**src/rtl/imem_loader_if.sv**
```systemverilog
// imem_loader_if: byte-stream input handshake plus the instruction-memory
// write port of the program loader.
//   master : the stream source / memory side (drives in_valid, in_data)
//   slave  : the loader itself (drives in_ready and the write port)
interface imem_loader_if #(
  parameter int DEPTH_LOG = 12,
  parameter int WIDTH     = 32
);
  logic                 in_valid;
  logic [7:0]           in_data;
  logic                 in_ready;
  logic                 we;
  logic [DEPTH_LOG-1:0] waddr;
  logic [WIDTH-1:0]     wdata;

  modport master (
    output in_valid, in_data,
    input  in_ready, we, waddr, wdata
  );

  modport slave (
    input  in_valid, in_data,
    output in_ready, we, waddr, wdata
  );
endinterface

```
**src/rtl/imem_loader.sv**
```systemverilog
// imem_loader: length-prefixed little-endian byte-stream program loader.
// Receives a 16-bit word count N followed by 4N payload bytes. It packs each
// group of 4 bytes into a 32-bit word and writes it with a one-cycle strobe
// into the instruction memory. The CPU is held in reset (cpu_reset_n=0)
// until the whole image has been written.
//
// Optional feature: define IMEM_LOADER_CHECKSUM_EN to require one trailing
// byte equal to the XOR of all payload bytes. A mismatch rejects the image.
module imem_loader #(
  parameter int DEPTH     = 3072,
  parameter int DEPTH_LOG = 12,
  parameter int WIDTH     = 32
) (
  input  logic         clk,
  input  logic         reset_n,
  imem_loader_if.slave bus,
  output logic         cpu_reset_n,
  output logic         done,
  output logic         error
);

`ifdef IMEM_LOADER_CHECKSUM_EN
  typedef enum logic [2:0] {
    HDR_LO, HDR_HI, DATA, CSUM, DONE, ERR
  } state_t;
`else
  typedef enum logic [2:0] {
    HDR_LO, HDR_HI, DATA, DONE, ERR
  } state_t;
`endif

  localparam logic [15:0]        DEPTH_HDR = 16'(DEPTH);
  localparam logic [DEPTH_LOG:0] IDX_ONE   = (DEPTH_LOG+1)'(1);

  state_t               state;
  logic [7:0]           n_lo;       // low byte of the header
  logic [DEPTH_LOG:0]   n_words;    // accepted image length in words
  logic [DEPTH_LOG:0]   word_idx;   // index of the word being assembled
  logic [1:0]           lane;       // byte position inside the current word
  logic [WIDTH-9:0]     partial;    // bytes 0..2 of the current word
`ifdef IMEM_LOADER_CHECKSUM_EN
  logic [7:0]           csum;       // running XOR of the payload bytes
`endif

  logic        accept;
  logic [15:0] n_hdr;
  logic        last_word;

  // A byte transfers only when both sides agree on this edge.
  assign accept    = bus.in_valid && bus.in_ready;
  // Full header value while the high byte is on the bus.
  assign n_hdr     = {bus.in_data, n_lo};
  // The word being completed is the final one of the image.
  assign last_word = (word_idx + IDX_ONE) == n_words;

  // Loader FSM: header decode, word assembly, write strobe, completion flags.
  always_ff @(posedge clk or negedge reset_n) begin
    if (!reset_n) begin
      state       <= HDR_LO;
      n_lo        <= '0;
      n_words     <= '0;
      word_idx    <= '0;
      lane        <= '0;
      partial     <= '0;
`ifdef IMEM_LOADER_CHECKSUM_EN
      csum        <= '0;
`endif
      bus.in_ready <= 1'b0;
      bus.we       <= 1'b0;
      bus.waddr    <= '0;
      bus.wdata    <= '0;
      cpu_reset_n  <= 1'b0;
      done         <= 1'b0;
      error        <= 1'b0;
    end else begin
      // NOTE: non-blocking assignments throughout, so every register samples
      // the pre-edge values and the default below is cleanly overridden.
      bus.we <= 1'b0;

      case (state)
        HDR_LO: begin
          // in_ready rises on the first edge out of reset.
          bus.in_ready <= 1'b1;
          if (accept) begin
            n_lo  <= bus.in_data;
            state <= HDR_HI;
          end
        end

        HDR_HI: begin
          if (accept) begin
            word_idx <= '0;
            lane     <= '0;
`ifdef IMEM_LOADER_CHECKSUM_EN
            csum     <= '0;
`endif
            if (n_hdr == 16'd0) begin
`ifdef IMEM_LOADER_CHECKSUM_EN
              state <= CSUM;
`else
              state        <= DONE;
              bus.in_ready <= 1'b0;
`endif
            end else if (n_hdr > DEPTH_HDR) begin
              state        <= ERR;
              bus.in_ready <= 1'b0;
              error        <= 1'b1;
            end else begin
              n_words <= n_hdr[DEPTH_LOG:0];
              state   <= DATA;
            end
          end
        end

        DATA: begin
          if (accept) begin
`ifdef IMEM_LOADER_CHECKSUM_EN
            csum <= csum ^ bus.in_data;
`endif
            if (lane == 2'd3) begin
              // Fourth byte completes the word: strobe it out this edge.
              bus.we    <= 1'b1;
              bus.waddr <= word_idx[DEPTH_LOG-1:0];
              bus.wdata <= {bus.in_data, partial};
              word_idx  <= word_idx + IDX_ONE;
              lane      <= 2'd0;
              if (last_word) begin
`ifdef IMEM_LOADER_CHECKSUM_EN
                state <= CSUM;
`else
                state        <= DONE;
                bus.in_ready <= 1'b0;
`endif
              end
            end else begin
              partial[8*lane +: 8] <= bus.in_data;
              lane                 <= lane + 2'd1;
            end
          end
        end

`ifdef IMEM_LOADER_CHECKSUM_EN
        CSUM: begin
          if (accept) begin
            bus.in_ready <= 1'b0;
            if (bus.in_data == csum) begin
              state <= DONE;
            end else begin
              state <= ERR;
              error <= 1'b1;
            end
          end
        end
`endif

        DONE: begin
          // Released one cycle after the final write so it commits first.
          bus.in_ready <= 1'b0;
          done         <= 1'b1;
          cpu_reset_n  <= 1'b1;
        end

        ERR: begin
          bus.in_ready <= 1'b0;
          error        <= 1'b1;
          cpu_reset_n  <= 1'b0;
        end

        default: begin
          state        <= ERR;
          bus.in_ready <= 1'b0;
        end
      endcase
    end
  end

endmodule

```
**src/flat_wrapper.sv**
```systemverilog
// flat-port wrapper written by rule: the top's interface ports become plain ports
module imem_loader_flat 
#(
  parameter int DEPTH     = 3072,
  parameter int DEPTH_LOG = 12,
  parameter int WIDTH     = 32
)
  (clk, reset_n, cpu_reset_n, done, error, bus_in_valid, bus_in_data, bus_in_ready, bus_we, bus_waddr, bus_wdata);
  imem_loader_if #(.DEPTH_LOG(DEPTH_LOG), .WIDTH(WIDTH)) bus_i ();
  input  logic clk;
  input  logic reset_n;
  output logic cpu_reset_n;
  output logic done;
  output logic error;
  input wire logic [$bits(bus_i.in_valid)-1:0] bus_in_valid;
  input wire logic [$bits(bus_i.in_data)-1:0] bus_in_data;
  output wire logic [$bits(bus_i.in_ready)-1:0] bus_in_ready;
  output wire logic [$bits(bus_i.we)-1:0] bus_we;
  output wire logic [$bits(bus_i.waddr)-1:0] bus_waddr;
  output wire logic [$bits(bus_i.wdata)-1:0] bus_wdata;
  assign bus_i.in_valid = bus_in_valid;
  assign bus_i.in_data = bus_in_data;
  assign bus_in_ready = bus_i.in_ready;
  assign bus_we = bus_i.we;
  assign bus_waddr = bus_i.waddr;
  assign bus_wdata = bus_i.wdata;
  imem_loader #(.DEPTH(DEPTH), .DEPTH_LOG(DEPTH_LOG), .WIDTH(WIDTH)) u_core (.clk(clk), .reset_n(reset_n), .bus(bus_i), .cpu_reset_n(cpu_reset_n), .done(done), .error(error));
endmodule
```
**config.mk**
```make
export PLATFORM = sky130hd
export DESIGN_NAME = imem_loader_flat
export DESIGN_NICKNAME = d
export VERILOG_FILES = /design/src/rtl/imem_loader_if.sv /design/src/rtl/imem_loader.sv /design/src/flat_wrapper.sv
export SDC_FILE = /design/constraint.sdc
export NUM_CORES = 1
export LEC_CHECK = 0
export CAP_MARGIN = 20
export CORE_MARGIN = 2
export CORE_UTILIZATION = 50
export CTS_CLUSTER_SIZE = 20
export DETAILED_ROUTE_END_ITERATION = 6
export HOLD_SLACK_MARGIN = 0.15
export PLACE_DENSITY = 0.82
export SLEW_MARGIN = 10
export SYNTH_ARGS = -nofsm -noshare
export SYNTH_HDL_FRONTEND = slang
export SYNTH_SLANG_ARGS = --single-unit
```
**constraint.sdc**
```tcl
create_clock -name clk -period 2.1 [get_ports clk]
set_input_delay 0.42 -clock clk [delete_from_list [all_inputs] [get_ports clk]]
set_output_delay 0.42 -clock clk [all_outputs]
set_load 0.02 [all_outputs]
```
Fig. 1: the metal 1 layer
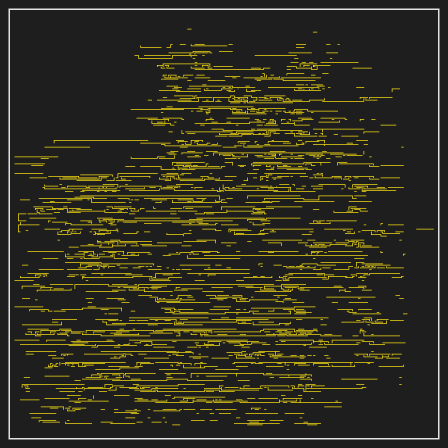
- nets with wire on the layer: 574
- main direction: horizontal
- share of all routed wire: 45%

Fig. 2: track usage over the die
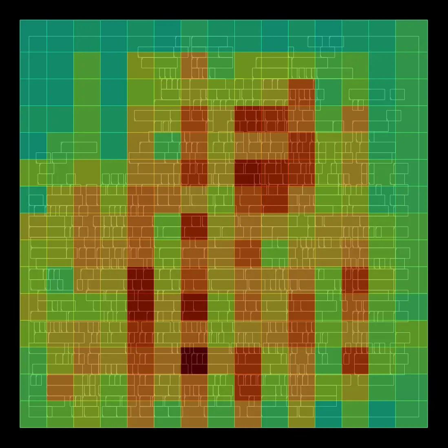
final design utilization: 65.0%
routed len/inst: 14.7 um
global-route met1 utilization: 30.8%
GRT Max-Usage Layer: met2

Fig. 3: where the registers sit
Other sequential cells in the stronger gray, the rest of the logic in the fainter gray.
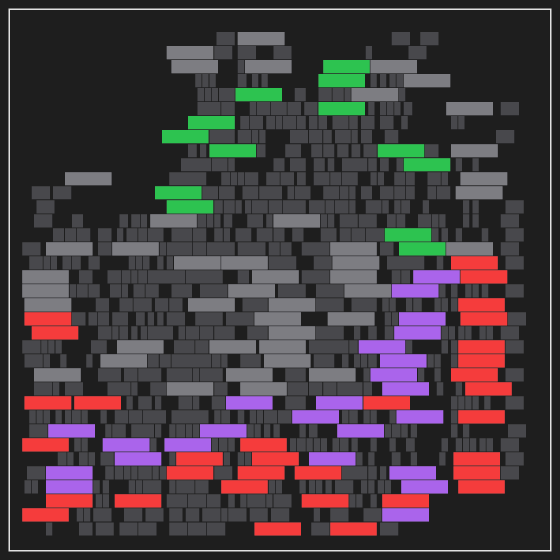
- green: u_core.word_idx (placed flops 13)
- red: u_core.bus.wdata (placed flops 32)
- purple: u_core.partial (placed flops 24)

Fig. 4: port wiring
The bar under the picture is 20 um long.
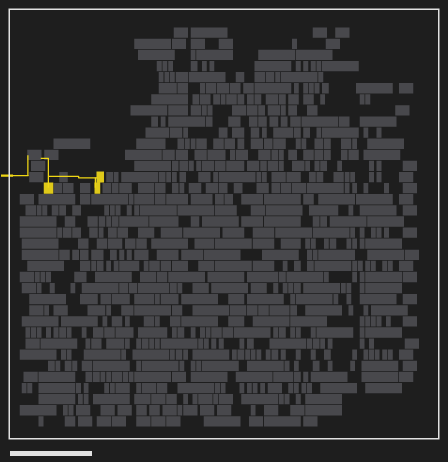
- yellow: bus_in_valid (bits 1; direction input; edge west; end cells 3; buffers 1; wire 32.5 um)
I/O pins: 60
IO Port Bufs: 59

==> metrics by stage <==
step | cell area (um2) | total power [W]
finish | 6390 | 0.00412
global placement | 6140 | 0.00288
floorplan | 5080 | 0.00267
CTS | 6340 | 0.00410
detailed placement | 6140 | 0.00290
global route | 6390 | 0.00431
==> power breakdown <==
part           switching [W]  internal, W  leakage [nW]  total (W)
registers           0.000169      0.00228          1.54    0.00244
clock network       0.000753     0.000459        0.0888    0.00121
logic               0.000234     0.000229          1.42   0.000463
==> area by class of cell <==
cell class	instances	area share [%]
sequential	112	43.9
multi-input combinational	399	34.5
timing repair buffer	107	15.9
tap	133	2.61
clock buffer	11	2.06
clock inverter	5	0.823
inverter	4	0.235
==> final timing paths <==
path	start	endpoint	slack, ps	cells past startpoint
setup / recovery	bus_in_data[6]	u_core.n_words[0]	40	7
hold / removal	reset_n	u_core.bus.wdata[21]	470	2
setup reg to reg	u_core.n_lo[2]	u_core.n_words[0]	90	7
hold reg to reg	u_core.done	u_core.done	470	1
max in group asynchronous	reset_n	u_core.bus.waddr[8]	990	3
min in group clk	u_core.done	u_core.done	470	1
==> layout by cell type (no fill, tap or decap), types with 9 or more instances in the layout <==
master and n:
buf_4 43, dfrtp_1 112, o21ai_1 47, clkbuf_8 9, mux2_4 12, xor2_1 11
nand2_1 199, clkdlybuf4s50_1 58, nor2_1 25
==> repair_timing <==
action	in CTS	in global routing
gates cloned	0	0
resized	1	8
buffers inserted	0	0
hold buffers	1	0
hold endpoints to repair	21	0
endpoints found under the setup margin	10	14
==> cell families after synthesis <==
family | after synthesis | synth area share (%)
buffers and inverters | 31 | 2.61
AOI/OAI and AO/OA | 82 | 9.47
adders and majority gates | 6 | 1.48
DFF | 112 | 55.1
and+or+nand+nor | 272 | 22.9
xor gates and xnor gates | 16 | 2.76
muxes | 23 | 5.68
==> results.py <==
# Generated from Yosys and OpenROAD reports
metrics = {
    "grt": {
        "grt_pass1_wl_um": 19400,
        "antenna_found_initial": 0,
        "use_met3_pct": 2.87,
        "grtUsageTotal_pct": 21.8,
        "overflow": 0,
        "grt_pass1_vias": 3955,
    },
    "sta": {
        "post-route-period-util_pct": 98.3,
        "hold_slack_ps": 468,
        "relSlewSlack_pct": 70.5,
        "fin_ws_ps": 36.7,
        "fmax_mhz": 485,
        "period_needed_ps": 2060,
        "final-setup-viol-count": 0,
        "tightest_slew_ps": 436,
        "skew_ps": 10.3,
        "hold_violations": 0,
    },
    "cells_and_area": {
        "largest_register_ffs": 32,
        "flop_area_um2": 2800,
        "fin_nets": 650,
        "drive_gt1_share_pct": 13.3,
        "reg_top3": "u_core.bus.wdata: 32 flops, u_core.partial: 24 flops",
        "fill_cells": 795,
        "top_register": "u_core.bus.wdata",
        "area_delta_synth_final_pct": 25.6,
    },
    "drt": {
        "routed-wl-met2_um": 5530,
        "wl_met1_um": 5120,
        "drtIter0Drc": 260,
        "dr.max_layer_used": "met4",
        "drc": 0,
        "ant_nets": 0,
        "firstDrtPassIters": 4,
        "wl_um": 11300,
        "viasPerCell": 5.30,
    },
    "clocking": {
        "clockBufferDepth": 2,
        "clk_pin_slew_ps": 110,
        "numCtsBuffers": 9,
        "htreeDepth": 3,
        "tritoncts": "done",
        "clock-sinks": 112,
    },
    "die": {
        "fp.dieH_um": 105,
        "core-area_um2": 9820,
        "rows": 36,
        "fp-utilization_pct": 51.8,
        "die_w_um": 105,
    },
    "yosys": {
        "ys.warnings.count": 0,
        "syn_avg_cell_area_um2": 9.38,
        "synth_flop_count": 112,
        "ys_top_cells_by_count": "nand2_1, dfrtp_1, o21ai_1, nor2_1, clkbuf_1",
        "top_area_cell": "dfrtp_1",
        "synth_dominant_cell_count": "nand2_1",
        "netlist.area_leader.share_pct": 55.1,
        "syn-cell-area_um2": 5080,
        "ys_chip_area_um2": 5080,
    },
    "outcome": {
        "status": "finished, final reports clean",
    },
    "setup_path": {
        "path_delay_family": "simple AND/OR/NAND/NOR gates",
        "worstPathRequired_ps": 2360,
        "crit_slowest_cell": "or4_4",
        "worstPathCellList": "clkdlybuf4s50_1, or4_4, a31oi_4, nand3_2, nor2_4, buf_12, mux2_4",
        "cp-start-kind": "input pin",
        "cp-end-kind": "flip-flop",
        "arrival_ps": 2320,
        "worst-path-buf-inv": 2,
        "slowest_delay_ps": 580,
        "critical_path_class": "input pin to flip-flop",
    },
    "flow_run": {
        "maxCapViolCount": 0,
    },
    "placement": {
        "dp_hpwl_um": 8110,
        "place_worst_setup_slack_ps": -416,
        "dp.cells": 754,
    },
    "power_and_ir_drop": {
        "p_per_area_nw_per_um2": 645,
        "leakage_nw": 3.05,
    },
    "hold_path": {
        "hold_class": "input pin to async pin",
    },
}
Power and IR drop assume default switching activity.
